==> images/layer_met1.png <==
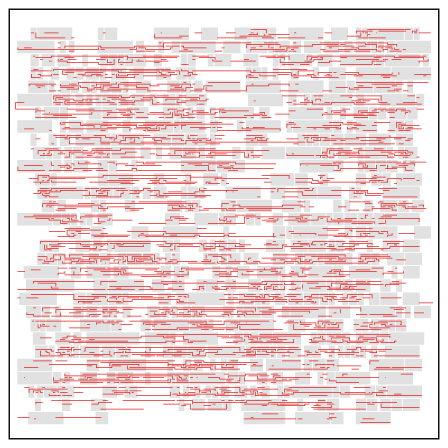
==> images/layer_met2.png <==
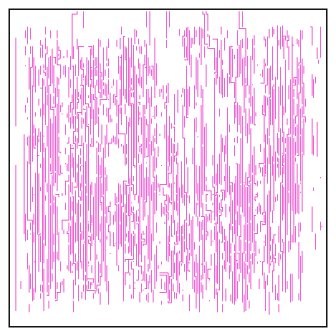
==> images/layer_met3.png <==
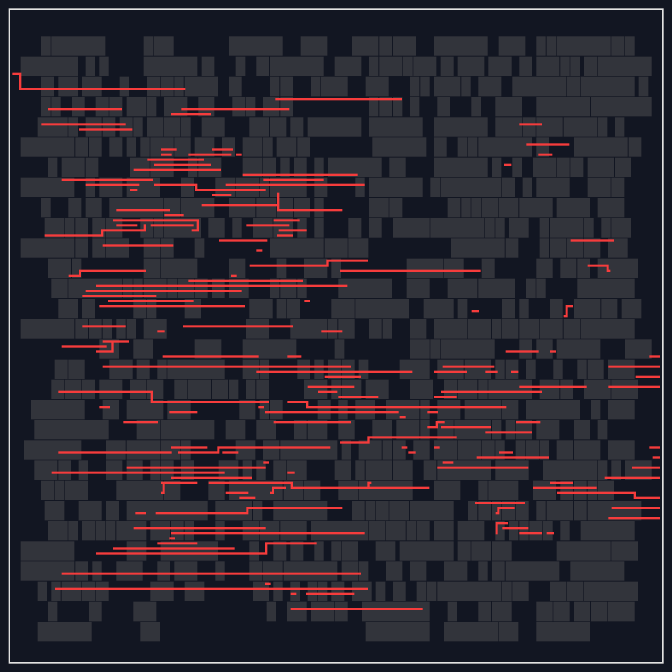
==> images/layer_met4.png <==
Bar = 20 µm.
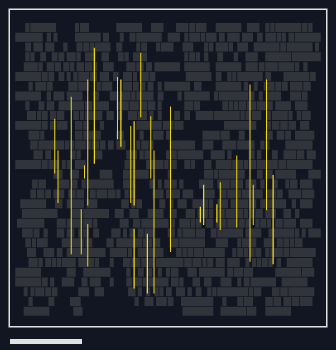
==> images/congestion.png <==
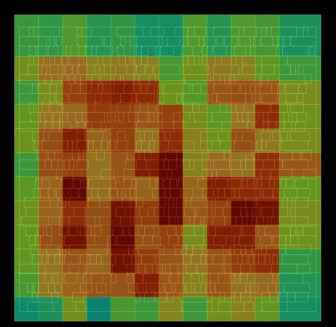
===== config.mk =====
export PLATFORM = sky130hd
export DESIGN_NAME = ps2_host_tx_flat
export DESIGN_NICKNAME = d
export VERILOG_FILES = /design/src/rtl/ps2_host_tx_pkg.sv /design/src/rtl/ps2_host_tx_if.sv /design/src/rtl/ps2_host_tx_sync_edge.sv /design/src/rtl/ps2_host_tx.sv /design/src/flat_wrapper.sv
export SDC_FILE = /design/constraint.sdc
export NUM_CORES = 1
export LEC_CHECK = 0
export CAP_MARGIN = 10
export CORE_MARGIN = 1
export CORE_UTILIZATION = 55
export DETAILED_ROUTE_END_ITERATION = 6
export GPL_TIMING_DRIVEN = 0
export PLACE_DENSITY = 0.82
export SYNTH_ARGS = -nofsm -noshare
export SYNTH_HDL_FRONTEND = slang
export SYNTH_SLANG_ARGS = --single-unit

===== constraint.sdc =====
create_clock -name hclk_i -period 2.6 [get_ports hclk_i]
set_input_delay 0.65 -clock hclk_i [delete_from_list [all_inputs] [get_ports hclk_i]]
set_output_delay 0.65 -clock hclk_i [all_outputs]
set_load 0.005 [all_outputs]

===== src/rtl/ps2_host_tx_pkg.sv =====
// Shared types and constants for the PS/2 host-to-device command transmitter.
package ps2_host_tx_pkg;

    typedef enum logic [2:0] {
        StIdle,
        StInhibit,
        StRts,
        StShift,
        StAck,
        StWaitIdle
    } state_e;

    // Device clock falling-edge numbers within one host-to-device frame.
    localparam logic [3:0] DATA_BITS   = 4'd8;
    localparam logic [3:0] PARITY_EDGE = 4'd9;
    localparam logic [3:0] STOP_EDGE   = 4'd10;
    localparam logic [3:0] ACK_EDGE    = 4'd11;

    localparam int unsigned DEF_INHIBIT_CYCLES = 10000;
    localparam int unsigned DEF_RTS_CYCLES     = 20;
    localparam int unsigned DEF_TIMEOUT_CYCLES = 1500000;

    function automatic logic odd_parity(input logic [7:0] data);
        return ~^data;
    endfunction

endpackage


===== src/rtl/ps2_host_tx_if.sv =====
// Byte request / status handshake between the register block and the PS/2 transmitter.
interface ps2_host_tx_if;

    logic       tx_valid;
    logic [7:0] tx_data;
    logic       tx_ready;
    logic       busy;
    logic       done;
    logic       ack_err;
    logic       timeout_err;

    modport master (
        output tx_valid,
        output tx_data,
        input  tx_ready,
        input  busy,
        input  done,
        input  ack_err,
        input  timeout_err
    );

    modport slave (
        input  tx_valid,
        input  tx_data,
        output tx_ready,
        output busy,
        output done,
        output ack_err,
        output timeout_err
    );

endinterface


===== src/rtl/ps2_host_tx_sync_edge.sv =====
// Two-flop synchroniser for an asynchronous PS/2 pin plus a falling-edge detector.
module ps2_host_tx_sync_edge (
    input  logic hclk_i,
    input  logic hrst_i,
    input  logic pin_i,
    output logic sync_o,
    output logic fall_o
);

    // [0],[1] synchronise; [2] holds the previous synchronised value.
    logic [2:0] shift_q;

    always_ff @(posedge hclk_i) begin
        if (hrst_i) begin
            shift_q <= 3'b111;
        end else begin
            shift_q <= {shift_q[1:0], pin_i};
        end
    end

    assign sync_o = shift_q[1];
    assign fall_o = shift_q[2] & ~shift_q[1];

endmodule


===== src/rtl/ps2_host_tx.sv =====
// PS/2 host-to-device transmitter: inhibit, request-to-send, 11 device-clocked bits, ACK check.
module ps2_host_tx
    import ps2_host_tx_pkg::*;
#(
    parameter int unsigned INHIBIT_CYCLES = DEF_INHIBIT_CYCLES,
    parameter int unsigned RTS_CYCLES     = DEF_RTS_CYCLES,
    parameter int unsigned TIMEOUT_CYCLES = DEF_TIMEOUT_CYCLES
) (
    input  logic hclk_i,
    input  logic hrst_i,
    ps2_host_tx_if.slave tx,
    input  logic ps2_clk_i,
    output logic ps2_clk_o,
    output logic ps2_clk_oen_o,
    input  logic ps2_dat_i,
    output logic ps2_dat_o,
    output logic ps2_dat_oen_o
);

    state_e      state_q, state_d;
    logic [31:0] cnt_q, cnt_d;
    logic [3:0]  bit_cnt_q, bit_cnt_d;
    logic [7:0]  data_q, data_d;
    logic        parity_q, parity_d;
    logic        clk_oen_q, clk_oen_d;
    logic        dat_oen_q, dat_oen_d;
    logic        done_q, done_d;
    logic        ack_err_q, ack_err_d;
    logic        timeout_q, timeout_d;

    logic clk_sync, clk_fall;
    logic dat_sync, dat_fall_unused;
    logic dev_state;

    ps2_host_tx_sync_edge u_clk_sync (
        .hclk_i (hclk_i),
        .hrst_i (hrst_i),
        .pin_i  (ps2_clk_i),
        .sync_o (clk_sync),
        .fall_o (clk_fall)
    );

    ps2_host_tx_sync_edge u_dat_sync (
        .hclk_i (hclk_i),
        .hrst_i (hrst_i),
        .pin_i  (ps2_dat_i),
        .sync_o (dat_sync),
        .fall_o (dat_fall_unused)
    );

    // States where progress depends on the device and the timeout is armed.
    assign dev_state = state_q inside {StShift, StAck, StWaitIdle};

    always_ff @(posedge hclk_i) begin
        if (hrst_i) begin
            state_q   <= StIdle;
            cnt_q     <= '0;
            bit_cnt_q <= '0;
            data_q    <= '0;
            parity_q  <= 1'b0;
            clk_oen_q <= 1'b1;
            dat_oen_q <= 1'b1;
            done_q    <= 1'b0;
            ack_err_q <= 1'b0;
            timeout_q <= 1'b0;
        end else begin
            state_q   <= state_d;
            cnt_q     <= cnt_d;
            bit_cnt_q <= bit_cnt_d;
            data_q    <= data_d;
            parity_q  <= parity_d;
            clk_oen_q <= clk_oen_d;
            dat_oen_q <= dat_oen_d;
            done_q    <= done_d;
            ack_err_q <= ack_err_d;
            timeout_q <= timeout_d;
        end
    end

    always_comb begin
        state_d   = state_q;
        cnt_d     = cnt_q;
        bit_cnt_d = bit_cnt_q;
        data_d    = data_q;
        parity_d  = parity_q;
        clk_oen_d = clk_oen_q;
        dat_oen_d = dat_oen_q;
        done_d    = 1'b0;
        ack_err_d = 1'b0;
        timeout_d = 1'b0;

        if (dev_state) begin
            cnt_d = clk_fall ? '0 : cnt_q + 32'd1;
        end

        unique case (state_q)
            StIdle: begin
                if (tx.tx_valid) begin
                    data_d    = tx.tx_data;
                    parity_d  = odd_parity(tx.tx_data);
                    clk_oen_d = 1'b0;
                    dat_oen_d = 1'b1;
                    cnt_d     = '0;
                    state_d   = StInhibit;
                end
            end
            StInhibit: begin
                if (cnt_q == INHIBIT_CYCLES - 1) begin
                    cnt_d     = '0;
                    dat_oen_d = 1'b0;
                    state_d   = StRts;
                end else begin
                    cnt_d = cnt_q + 32'd1;
                end
            end
            StRts: begin
                if (cnt_q == RTS_CYCLES - 1) begin
                    cnt_d     = '0;
                    clk_oen_d = 1'b1;
                    bit_cnt_d = '0;
                    state_d   = StShift;
                end else begin
                    cnt_d = cnt_q + 32'd1;
                end
            end
            StShift: begin
                if (clk_fall) begin
                    bit_cnt_d = bit_cnt_q + 4'd1;
                    if (bit_cnt_d <= DATA_BITS) begin
                        dat_oen_d = data_q[bit_cnt_q[2:0]];
                    end else if (bit_cnt_d == PARITY_EDGE) begin
                        dat_oen_d = parity_q;
                    end else if (bit_cnt_d == STOP_EDGE) begin
                        dat_oen_d = 1'b1;
                        state_d   = StAck;
                    end
                end
            end
            StAck: begin
                if (clk_fall) begin
                    bit_cnt_d = bit_cnt_q + 4'd1;
                    if (bit_cnt_d == ACK_EDGE) begin
                        if (dat_sync) begin
                            ack_err_d = 1'b1;
                            state_d   = StIdle;
                        end else begin
                            state_d = StWaitIdle;
                        end
                    end
                end
            end
            StWaitIdle: begin
                if (clk_sync && dat_sync) begin
                    done_d  = 1'b1;
                    state_d = StIdle;
                end
            end
            default: state_d = StIdle;
        endcase

        // A device that stalls in place for the full budget gets its lines released.
        if (dev_state && state_d == state_q && cnt_d == TIMEOUT_CYCLES) begin
            clk_oen_d = 1'b1;
            dat_oen_d = 1'b1;
            timeout_d = 1'b1;
            state_d   = StIdle;
        end
    end

    assign tx.tx_ready    = (state_q == StIdle);
    assign tx.busy        = (state_q != StIdle);
    assign tx.done        = done_q;
    assign tx.ack_err     = ack_err_q;
    assign tx.timeout_err = timeout_q;

    assign ps2_clk_o     = 1'b0;
    assign ps2_dat_o     = 1'b0;
    assign ps2_clk_oen_o = clk_oen_q;
    assign ps2_dat_oen_o = dat_oen_q;

endmodule


===== src/flat_wrapper.sv =====
// flat-port wrapper written by rule: the top's interface ports become plain ports
module ps2_host_tx_flat import ps2_host_tx_pkg::*;
#(
    parameter int unsigned INHIBIT_CYCLES = DEF_INHIBIT_CYCLES,
    parameter int unsigned RTS_CYCLES     = DEF_RTS_CYCLES,
    parameter int unsigned TIMEOUT_CYCLES = DEF_TIMEOUT_CYCLES
)
  (hclk_i, hrst_i, ps2_clk_i, ps2_clk_o, ps2_clk_oen_o, ps2_dat_i, ps2_dat_o, ps2_dat_oen_o, tx_tx_valid, tx_tx_data, tx_tx_ready, tx_busy, tx_done, tx_ack_err, tx_timeout_err);
  ps2_host_tx_if tx_i ();
  input  logic hclk_i;
  input  logic hrst_i;
  input  logic ps2_clk_i;
  output logic ps2_clk_o;
  output logic ps2_clk_oen_o;
  input  logic ps2_dat_i;
  output logic ps2_dat_o;
  output logic ps2_dat_oen_o;
  input wire logic [$bits(tx_i.tx_valid)-1:0] tx_tx_valid;
  input wire logic [$bits(tx_i.tx_data)-1:0] tx_tx_data;
  output wire logic [$bits(tx_i.tx_ready)-1:0] tx_tx_ready;
  output wire logic [$bits(tx_i.busy)-1:0] tx_busy;
  output wire logic [$bits(tx_i.done)-1:0] tx_done;
  output wire logic [$bits(tx_i.ack_err)-1:0] tx_ack_err;
  output wire logic [$bits(tx_i.timeout_err)-1:0] tx_timeout_err;
  assign tx_i.tx_valid = tx_tx_valid;
  assign tx_i.tx_data = tx_tx_data;
  assign tx_tx_ready = tx_i.tx_ready;
  assign tx_busy = tx_i.busy;
  assign tx_done = tx_i.done;
  assign tx_ack_err = tx_i.ack_err;
  assign tx_timeout_err = tx_i.timeout_err;
  ps2_host_tx #(.INHIBIT_CYCLES(INHIBIT_CYCLES), .RTS_CYCLES(RTS_CYCLES), .TIMEOUT_CYCLES(TIMEOUT_CYCLES)) u_core (.hclk_i(hclk_i), .hrst_i(hrst_i), .tx(tx_i), .ps2_clk_i(ps2_clk_i), .ps2_clk_o(ps2_clk_o), .ps2_clk_oen_o(ps2_clk_oen_o), .ps2_dat_i(ps2_dat_i), .ps2_dat_o(ps2_dat_o), .ps2_dat_oen_o(ps2_dat_oen_o));
endmodule

==> Implementation_results.wiki <==
=== Physical design figures ===
{| class="wikitable"
! Metric !! Value
|-
| Run status || complete, but fails checks
|-
| Violated checks || setup timing
|-
| Largest fanout on the critical path || 9
|-
| Vias per cell || 6.62
|-
| Arithmetic-cell share of the synthesized area counting full adders, half adders and majority gates || ~1.9%
|-
| Switching pwr || roughly 0.56 mW
|-
| Floorplan-stage core utilization || 58.3%
|-
| Post-Synth Simple-Gate Area || around 35%
|-
| Fill count || ~600
|-
| Number of nets still failing antenna checks after routing || 0
|-
| Area of the mapped netlist || roughly 0.004 mm²
|-
| Ratio of cells with drive above 1 in the final layout || about 17%
|-
| Setup TNS || -2250 ps
|-
| Comb area share || approximately three fifths
|-
| Flip-flop count of the largest register, all copies and words added || 32
|-
| GRT Residual Overflow || 0
|-
| Yosys stat chip area || just over 0.004 mm²
|-
| Number of hold-repair buffers added at the cts stage || 0
|-
| Shortest clock period the worst path allows after layout || between 2000 and 3000 ps
|-
| Post-layout worst setup margin || -385 ps
|-
| Maximum buffer depth of the clock tree || 2
|-
| Worst EP required || about 2800 ps
|-
| Final setup violating endpoints || 6
|-
| Clock insertion delay at the later pin of the skew report || 350 ps
|-
| Hold path start || u_core.u_dat_sync.shift_q[0]$_SDFF_PP1_
|-
| Total cells reported by yosys after synthesis || around 560
|-
| Dominant register cell || sky130_fd_sc_hd__dfxtp_1
|-
| Layout multi-input combinational cell count || 439
|}
Back to the opening pictures, layer_met1.png:
main direction: horizontal
longest straight run: 35.4 µm
wire length on this layer: 5550 µm
share of all routed wire: 40%

Back to the opening pictures, layer_met2.png:
longest straight run: 56.4 µm
wire length on this layer: 6460 µm
nets with wire on the layer: 534
share of all routed wire: 47%
sum of routed wire length over all layers: 13800 µm
vias: 4601
met2 Resource Use GR: 59.8%

Back to the opening pictures, layer_met3.png:
share of all routed wire: 9.1%
nets with wire on the layer: 99
wire length on this layer: 1250 µm

Back to the opening pictures, layer_met4.png:
nets with wire on the layer: 23
longest straight run: 49.0 µm
wire length on this layer: 566 µm

Back to the opening pictures, congestion.png:
GR Layer Usage met1: 44.6%
layer with the highest usage: met2
final core utilization: 70.2%

## kinds of logic after synthesis
group	after synthesis
AND-OR/OR-AND	140
XOR/XNOR	16
adder cells (fa/ha/maj)	6
buffers and inverters	61
flip-flops	58
multiplexers	5
other	1
AND/OR/NAND/NOR	270
## layer usage
metal / global-route usage, % / routed length, µm
met1: 44.6 / 5550
met3: 6.97 / 1250
met4: 16.8 / 565
met5: 0 / 0
met2: 59.8 / 6460
## power by group through the flow
stage / clock [mW] / combinational (mW) / sequential [mW]
CTS: 0.886 / 0.255 / 0.916
global placement: 0 / 0.237 / 0.939
finish: 0.884 / 0.267 / 0.917
detailed placement: 0 / 0.242 / 0.939
global route: 0.930 / 0.281 / 0.919
floorplan: 0 / 0.151 / 0.935
Power figures rest on the tool's default switching activity, not on a simulated workload.
